$ cat src/rtl/isdft_pkg.sv
// Shared definitions for the isdft/sdft pair: state encoding, twiddle scaling
// and the log2 helper used to size index ports.
package isdft_pkg;

    typedef enum logic [1:0] {
        ST_IDLE = 2'd0,
        ST_MAC  = 2'd1,
        ST_OUT  = 2'd2
    } state_t;

    // Twiddles are scaled by 2^(twiddle_width - TWIDDLE_HEADROOM) so that +1.0 fits.
    localparam int TWIDDLE_HEADROOM = 2;

    function automatic int clog2(input int value);
        int r;
        r = 0;
        while ((1 << r) < value) r++;
        return r;
    endfunction

    function automatic int twiddle_shift(input int twiddle_width);
        return twiddle_width - TWIDDLE_HEADROOM;
    endfunction

endpackage

$ cat src/rtl/twiddle_rom.sv
// Constant cos/sin table for 2*pi*m/N, rounded to nearest at the package scale.
// sdft uses the same table with the sin sign flipped.
module twiddle_rom
    import isdft_pkg::*;
#(
    parameter int freq_bins     = 16,
    parameter int twiddle_width = 8,
    localparam int addr_width   = clog2(freq_bins)
) (
    input  logic [addr_width-1:0]          idx,
    output logic signed [twiddle_width-1:0] cos_val,
    output logic signed [twiddle_width-1:0] sin_val
);

    localparam real PI = 3.14159265358979323846;

    function automatic real wrapped_angle(input int m);
        real a;
        a = 2.0 * PI * real'(m) / real'(freq_bins);
        if (a > PI) a = a - 2.0 * PI;
        return a;
    endfunction

    // Taylor series on an angle folded into [-pi, pi]; evaluated at elaboration only.
    function automatic real series(input real x, input bit odd);
        real term;
        real sum;
        term = odd ? x : 1.0;
        sum  = term;
        for (int i = 1; i < 25; i++) begin
            if (odd) term = -term * x * x / real'((2 * i) * (2 * i + 1));
            else     term = -term * x * x / real'((2 * i - 1) * (2 * i));
            sum = sum + term;
        end
        return sum;
    endfunction

    function automatic logic signed [twiddle_width-1:0] quantise(input real v);
        real s;
        int  q;
        s = v * real'(1 << twiddle_shift(twiddle_width));
        if (s >= 0.0) q = $rtoi(s + 0.5);
        else          q = -$rtoi(-s + 0.5);
        return twiddle_width'(q);
    endfunction

    logic signed [twiddle_width-1:0] cos_tab [freq_bins];
    logic signed [twiddle_width-1:0] sin_tab [freq_bins];

    for (genvar m = 0; m < freq_bins; m++) begin : g_tab
        localparam logic signed [twiddle_width-1:0] COS_Q = quantise(series(wrapped_angle(m), 1'b0));
        localparam logic signed [twiddle_width-1:0] SIN_Q = quantise(series(wrapped_angle(m), 1'b1));
        assign cos_tab[m] = COS_Q;
        assign sin_tab[m] = SIN_Q;
    end

    assign cos_val = cos_tab[idx];
    assign sin_val = sin_tab[idx];

endmodule

$ cat src/rtl/isdft.sv
// Inverse-DFT synthesiser: one complex MAC per cycle over N stored bins,
// producing one real time-domain sample per N+1 cycles on a valid/ready port.
module isdft
    import isdft_pkg::*;
#(
    parameter int data_width    = 8,
    parameter int freq_bins     = 16,
    parameter int bin_width     = 12,
    parameter int twiddle_width = 8,
    localparam int addr_width   = clog2(freq_bins)
) (
    input  logic                         clk,
    input  logic                         reset,
    input  logic                         bin_we,
    input  logic [addr_width-1:0]        bin_addr,
    input  logic signed [bin_width-1:0]  bin_real,
    input  logic signed [bin_width-1:0]  bin_imag,
    input  logic                         run,
    output logic signed [data_width-1:0] out_sample,
    output logic [addr_width-1:0]        out_index,
    output logic                         out_valid,
    input  logic                         out_ready,
    output logic                         busy
);

    localparam int acc_width = bin_width + twiddle_width + addr_width + 1;
    localparam int out_shift = twiddle_shift(twiddle_width) + addr_width;
    localparam logic [addr_width-1:0] k_last = addr_width'(freq_bins - 1);
    localparam logic signed [data_width-1:0] sat_hi = {1'b0, {(data_width-1){1'b1}}};
    localparam logic signed [data_width-1:0] sat_lo = {1'b1, {(data_width-1){1'b0}}};
    localparam logic signed [acc_width-1:0] y_max = {{(acc_width-data_width+1){1'b0}}, {(data_width-1){1'b1}}};
    localparam logic signed [acc_width-1:0] y_min = {{(acc_width-data_width+1){1'b1}}, {(data_width-1){1'b0}}};

    logic signed [bin_width-1:0] bin_re [freq_bins];
    logic signed [bin_width-1:0] bin_im [freq_bins];

    state_t                          state;
    logic [addr_width-1:0]           n;
    logic [addr_width-1:0]           k;
    logic signed [acc_width-1:0]     acc;

    logic [addr_width-1:0]           tw_idx;
    logic signed [twiddle_width-1:0] cos_val;
    logic signed [twiddle_width-1:0] sin_val;
    logic signed [bin_width-1:0]     re_k;
    logic signed [bin_width-1:0]     im_k;
    logic signed [acc_width-1:0]     re_ext;
    logic signed [acc_width-1:0]     im_ext;
    logic signed [acc_width-1:0]     cos_ext;
    logic signed [acc_width-1:0]     sin_ext;
    logic signed [acc_width-1:0]     acc_next;
    logic signed [acc_width-1:0]     y_shift;
    logic signed [data_width-1:0]    y_sat;

    always_ff @(posedge clk or posedge reset) begin
        if (reset) begin
            for (int i = 0; i < freq_bins; i++) begin
                bin_re[i] <= '0;
                bin_im[i] <= '0;
            end
        end else if (bin_we) begin
            bin_re[bin_addr] <= bin_real;
            bin_im[bin_addr] <= bin_imag;
        end
    end

    // Index product truncated to addr_width bits gives (k*n) mod N for free.
    assign tw_idx = k * n;

    twiddle_rom #(
        .freq_bins    (freq_bins),
        .twiddle_width(twiddle_width)
    ) u_twiddle_rom (
        .idx    (tw_idx),
        .cos_val(cos_val),
        .sin_val(sin_val)
    );

    assign re_k    = bin_re[k];
    assign im_k    = bin_im[k];
    assign re_ext  = {{(acc_width-bin_width){re_k[bin_width-1]}}, re_k};
    assign im_ext  = {{(acc_width-bin_width){im_k[bin_width-1]}}, im_k};
    assign cos_ext = {{(acc_width-twiddle_width){cos_val[twiddle_width-1]}}, cos_val};
    assign sin_ext = {{(acc_width-twiddle_width){sin_val[twiddle_width-1]}}, sin_val};

    assign acc_next = acc + re_ext * cos_ext - im_ext * sin_ext;
    assign y_shift  = acc_next >>> out_shift;

    always_comb begin
        y_sat = y_shift[data_width-1:0];
        if (y_shift > y_max)      y_sat = sat_hi;
        else if (y_shift < y_min) y_sat = sat_lo;
    end

    assign out_index = n;

    always_ff @(posedge clk or posedge reset) begin
        if (reset) begin
            state      <= ST_IDLE;
            n          <= '0;
            k          <= '0;
            acc        <= '0;
            out_sample <= '0;
            out_valid  <= 1'b0;
            busy       <= 1'b0;
        end else begin
            case (state)
                ST_IDLE: begin
                    if (run) begin
                        state <= ST_MAC;
                        k     <= '0;
                        acc   <= '0;
                        busy  <= 1'b1;
                    end
                end
                ST_MAC: begin
                    acc <= acc_next;
                    k   <= k + 1'b1;
                    if (k == k_last) begin
                        state      <= ST_OUT;
                        out_sample <= y_sat;
                        out_valid  <= 1'b1;
                    end
                end
                ST_OUT: begin
                    if (out_valid && out_ready) begin
                        out_valid <= 1'b0;
                        n         <= n + 1'b1;
                        if (run) begin
                            state <= ST_MAC;
                            k     <= '0;
                            acc   <= '0;
                        end else begin
                            state <= ST_IDLE;
                            busy  <= 1'b0;
                        end
                    end
                end
                default: begin
                    state     <= ST_IDLE;
                    out_valid <= 1'b0;
                    busy      <= 1'b0;
                end
            endcase
        end
    end

endmodule

$ cat config.mk
export PLATFORM = sky130hd
export DESIGN_NAME = isdft
export DESIGN_NICKNAME = d
export VERILOG_FILES = /design/src/rtl/isdft_pkg.sv /design/src/rtl/twiddle_rom.sv /design/src/rtl/isdft.sv
export SDC_FILE = /design/constraint.sdc
export NUM_CORES = 1
export LEC_CHECK = 0
export ABC_AREA = 1
export CORE_ASPECT_RATIO = 1.5
export CORE_MARGIN = 2
export CORE_UTILIZATION = 40
export CTS_BUF_LIST = sky130_fd_sc_hd__clkbuf_16
export CTS_CLUSTER_SIZE = 10
export DETAILED_ROUTE_END_ITERATION = 7
export PLACE_DENSITY_LB_ADDON = 0.12
export SYNTH_ARGS = -nofsm -noshare
export SYNTH_HDL_FRONTEND = slang
export SYNTH_SLANG_ARGS = --single-unit
$ cat constraint.sdc
create_clock -name clk -period 40.4 [get_ports clk]
set_input_delay 8.08 -clock clk [delete_from_list [all_inputs] [get_ports clk]]
set_output_delay 8.08 -clock clk [all_outputs]
set_load 0.01 [all_outputs]
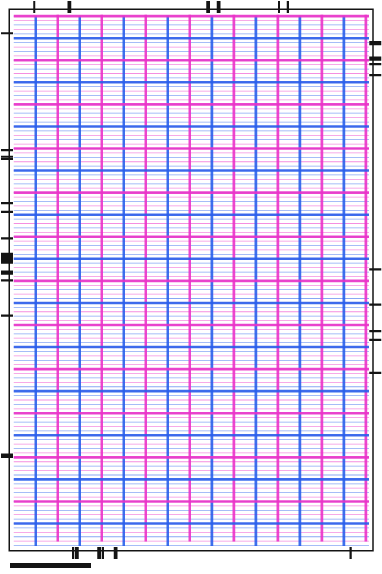
run_1/floorplan.png
The bar under the picture is 50 um long. Pins as bars on the die edge.
colour	net
magenta	VDD
blue	VSS
met4 straps	16
met5 straps	24
rows	120
core area: 71500 um^2
height of the die: 333 um
Die Span X: 223 um

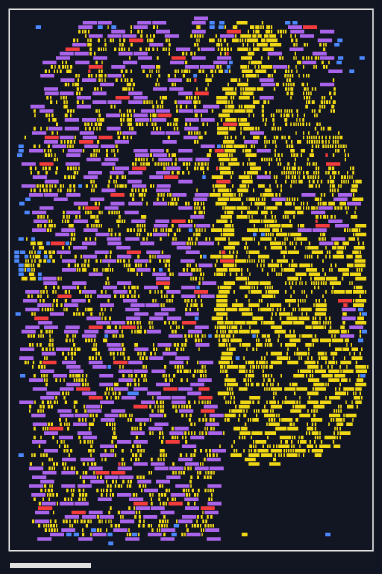
run_1/class_map.png
The bar under the picture is 50 um long.
colour	class	cells	share of their area
yellow	remaining logic cells	2874	58%
purple	registers	429	36%
blue	remaining buffers and delay cells	76	2.3%
red	clock drivers and dummy loads	61	4.4%
Seq area share: 34.3%
fin util: 43.8%
Std-Cell Rows: 120
design area: 31300 um^2

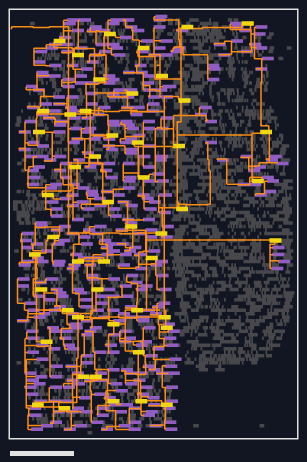
run_1/clock_wires.png
The bar under the picture is 50 um long.
[orange] clock wires | length: 6540 um
[yellow] clock-net drivers | count: 50
[purple] flip-flops | count: 429
routed clock nets	51
worst skew pair latency: 610 ps
Max Clock Skew: 25.2 ps

==> qor.csv, run 1 <==
stage;metric;value;unit
place;gpl congestion;0.904;
synth;predominant post-synthesis flop cell;dfrtp_1;
worst_setup_path;most frequent cell on the critical path;buf_4;
place;dpl hpwl;58100;um
global_routing;gr usage total;24.1;%
synth;Seq share, synth;37.2;%
floorplanning;chip area;74300;um^2
clock_tree;hold_buf cts;0;
cells_and_area;n_diodes;0;
global_routing;gr busiest metal;met2;
routing;wire length on met3;3840;um
place;I/O Buffers;46;
clock_tree;CTS tree;done;
sta;FMAX;95.9;MHz
worst_setup_path;worst-path cell chain;clkdlybuf4s50_1, inv_8, buf_4, buf_4;
run_status;status;completed;
worst_setup_path;reg2reg start;k[0];
place;Cell Area, Placed;30000;um^2
clock_tree;clock net sink count;429;
run 1: sequential cells by signal, summed over array words and instances, names as in the netlist:
| register | count |
|---|---|
| out_valid | 1 |
| out_index | 4 |
| bin_im | 192 |
| out_sample | 8 |
| busy | 1 |
| acc | 25 |
| state | 2 |
| k | 4 |
| bin_re | 192 |
run 1: area by class of cell:
cell class | instances | area [um^2] | share of cell area, %
inverters | 510 | 1930 | 6.16
well taps | 915 | 1140 | 3.66
multi-input cells | 2364 | 15500 | 49.4
repair buffers | 76 | 698 | 2.23
flip-flops and latches | 429 | 10700 | 34.3
clock buffers | 50 | 1250 | 4.00
clock inverters | 11 | 80.1 | 0.256
## Run 2: what changed since run 1
==> constraint.sdc (replaced) <==
create_clock -name clk -period 8.8 [get_ports clk]
set_input_delay 1.76 -clock clk [delete_from_list [all_inputs] [get_ports clk]]
set_output_delay 1.76 -clock clk [all_outputs]
set_load 0.01 [all_outputs]
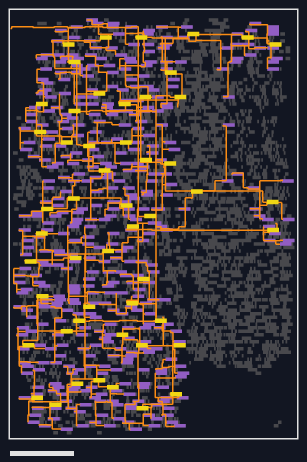
run_2/clock_wires.png
The bar under the picture is 50 um long.
[purple] flip-flops | count: 429
[orange] clock wires | length: 6400 um
[yellow] clock-net drivers | count: 51
routed clock nets	52
Max Clock Skew: 13.1 ps

==> qor.csv, run 2 <==
stage;metric;value;unit;change
cells_and_area;Flops;429;;unchanged
cells_and_area;n_diodes;0;;unchanged
cells_and_area;Comb area share;49.0;%;-0.42 points
cells_and_area;Non-clock buffers, area share;2.83;%;+0.60 points
cells_and_area;Leading cell kind;multi-input combinational cells;;
cells_and_area;Clock buf/inv share;4.47;%;+0.22 points
cells_and_area;Inverters excl. clock;510;;unchanged
sta;FMAX;120;MHz;
clock_tree;clock net sink count;429;;unchanged
cells_and_area;#MultiIn Comb;2364;;unchanged
run_status;status;completed;;
routing;wire length on met3;3830;um;-0.26%
floorplanning;height of the die;333;um;unchanged
cells_and_area;Sequential cell area;10700;um^2;unchanged
place;I/O Buffers;46;;unchanged
cells_and_area;clock buffers;51;;+2.0%
clock_tree;CTS tree;done;;
worst_setup_path;most frequent cell on the critical path;nand2_1;;
cells_and_area;fin util;44.2;%;+0.43 points
worst_setup_path;reg2reg start;k[1];;
floorplanning;core area;71500;um^2;unchanged
clock_tree;hold_buf cts;0;;unchanged
floorplanning;Std-Cell Rows;120;;unchanged
floorplanning;Die Span X;223;um;unchanged
global_routing;gr busiest metal;met2;;
floorplanning;n_taps;915;;unchanged
clock_tree;worst skew pair latency;610;ps;about the same
run 2: cell counts after synthesis:
No cell type changed its count.
run 2: metrics by stage:
| step | hold WS (ps) | cells | instance area [um^2] |
|---|---|---|---|
| after detailed placement | 473 | 4314 | 30100 |
| final | 481 | 4381 | 31600 |
| after global placement | 466 | 4314 | 30100 |
| after global routing | 501 | 4381 | 31600 |
| after floorplan | 453 | 3498 | 28900 |
| after CTS | 487 | 4379 | 31500 |
run 2: kinds of logic after synthesis:
| kind of cell | after synthesis |
|---|---|
| compound gates | 707 |
| xor+xnor | 30 |
| fa+ha+maj | 338 |
| simple gates | 1287 |
| flops | 429 |
| buf+inv | 705 |
| mux | 2 |
## Run 3: what changed since run 2
--- a/config.mk
+++ b/config.mk
@@ -7,11 +7,12 @@
 export LEC_CHECK = 0
 export ABC_AREA = 1
 export CORE_ASPECT_RATIO = 1.5
-export CORE_MARGIN = 2
+export CORE_MARGIN = 1.5
 export CORE_UTILIZATION = 40
 export CTS_BUF_LIST = sky130_fd_sc_hd__clkbuf_16
 export CTS_CLUSTER_SIZE = 10
 export DETAILED_ROUTE_END_ITERATION = 7
+export GPL_TIMING_DRIVEN = 0
 export PLACE_DENSITY_LB_ADDON = 0.12
 export SYNTH_ARGS = -nofsm -noshare
 export SYNTH_HDL_FRONTEND = slang
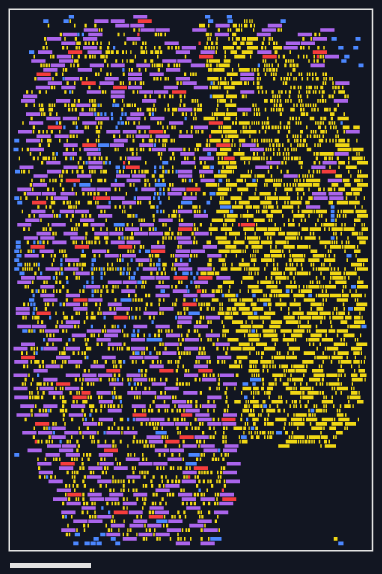
run_3/class_map.png
The bar under the picture is 50 um long.
colour	class	cells	share of their area
red	clock drivers and dummy loads	64	4.3%
yellow	remaining logic cells	2874	56%
purple	registers	429	34%
blue	remaining buffers and delay cells	269	5.5%

==> qor.csv, run 3 <==
stage;metric;value;unit;change
place;I/O Buffers;46;;unchanged
global_routing;wire length of the first global-routing pass;162000;um;
cells_and_area;n_diodes;0;;unchanged
worst_setup_path;crit-path max FO;10;;
cells_and_area;Final Non-Filler Cells;4551;;+3.9%
floorplanning;Die Span X;222;um;-0.45%
clock_tree;worst skew pair latency;630;ps;+20 ps
cells_and_area;fin util;45.6;%;+1.4 points
global_routing;vias in the first global route;25600;;
place;Cell Area, Placed;30700;um^2;+1.9%
floorplanning;height of the die;332;um;-0.30%
routing;top routing layer used;met4;;
floorplanning;core area;71300;um^2;-0.21%
floorplanning;Std-Cell Rows;120;;unchanged
routing;wire length on met3;5240;um;+37%
clock_tree;CTS tree;done;;
clock_tree;clock net sink count;429;;unchanged
routing;met1 WL;39800;um;
global_routing;gr busiest metal;met2;;
worst_setup_path;most frequent cell on the critical path;nand2_1;;
sta;FMAX;119;MHz;-1.1%
worst_setup_path;reg2reg start;k[2];;
place;placed insts;4472;;+3.7%
sta;Max Clock Skew;16.1;ps;+2.97 ps
run_status;status;completed;;
cells_and_area;design area;32500;um^2;+2.9%
-- run 3: layout make-up --
type	instances	area, um^2
buffer	192	860
sequential	429	10700
inverter	510	1940
clock buffer	50	1250
clock inverter	14	104
tap	915	1140
timing repair buffer	77	863
fill	7276	38800
multi-input combinational	2364	15600
-- run 3: kinds of logic (layout without fill, tap and decap cells) --
kind of cell | after synthesis | in the layout
flops | 429 | 429
mux | 2 | 2
fa+ha+maj | 338 | 338
buf+inv | 705 | 843
compound gates | 707 | 707
simple gates | 1287 | 1287
xor+xnor | 30 | 30
-- run 3: worst register-to-register path: cells and delay by family, from the launching register on --
| kind | cells | cell delay (ps) |
|---|---|---|
| compound gates | 4 | 1020 |
| fa+ha+maj | 7 | 3150 |
| buf+inv | 8 | 2010 |
| flops | 1 | 530 |
| simple gates | 12 | 1570 |
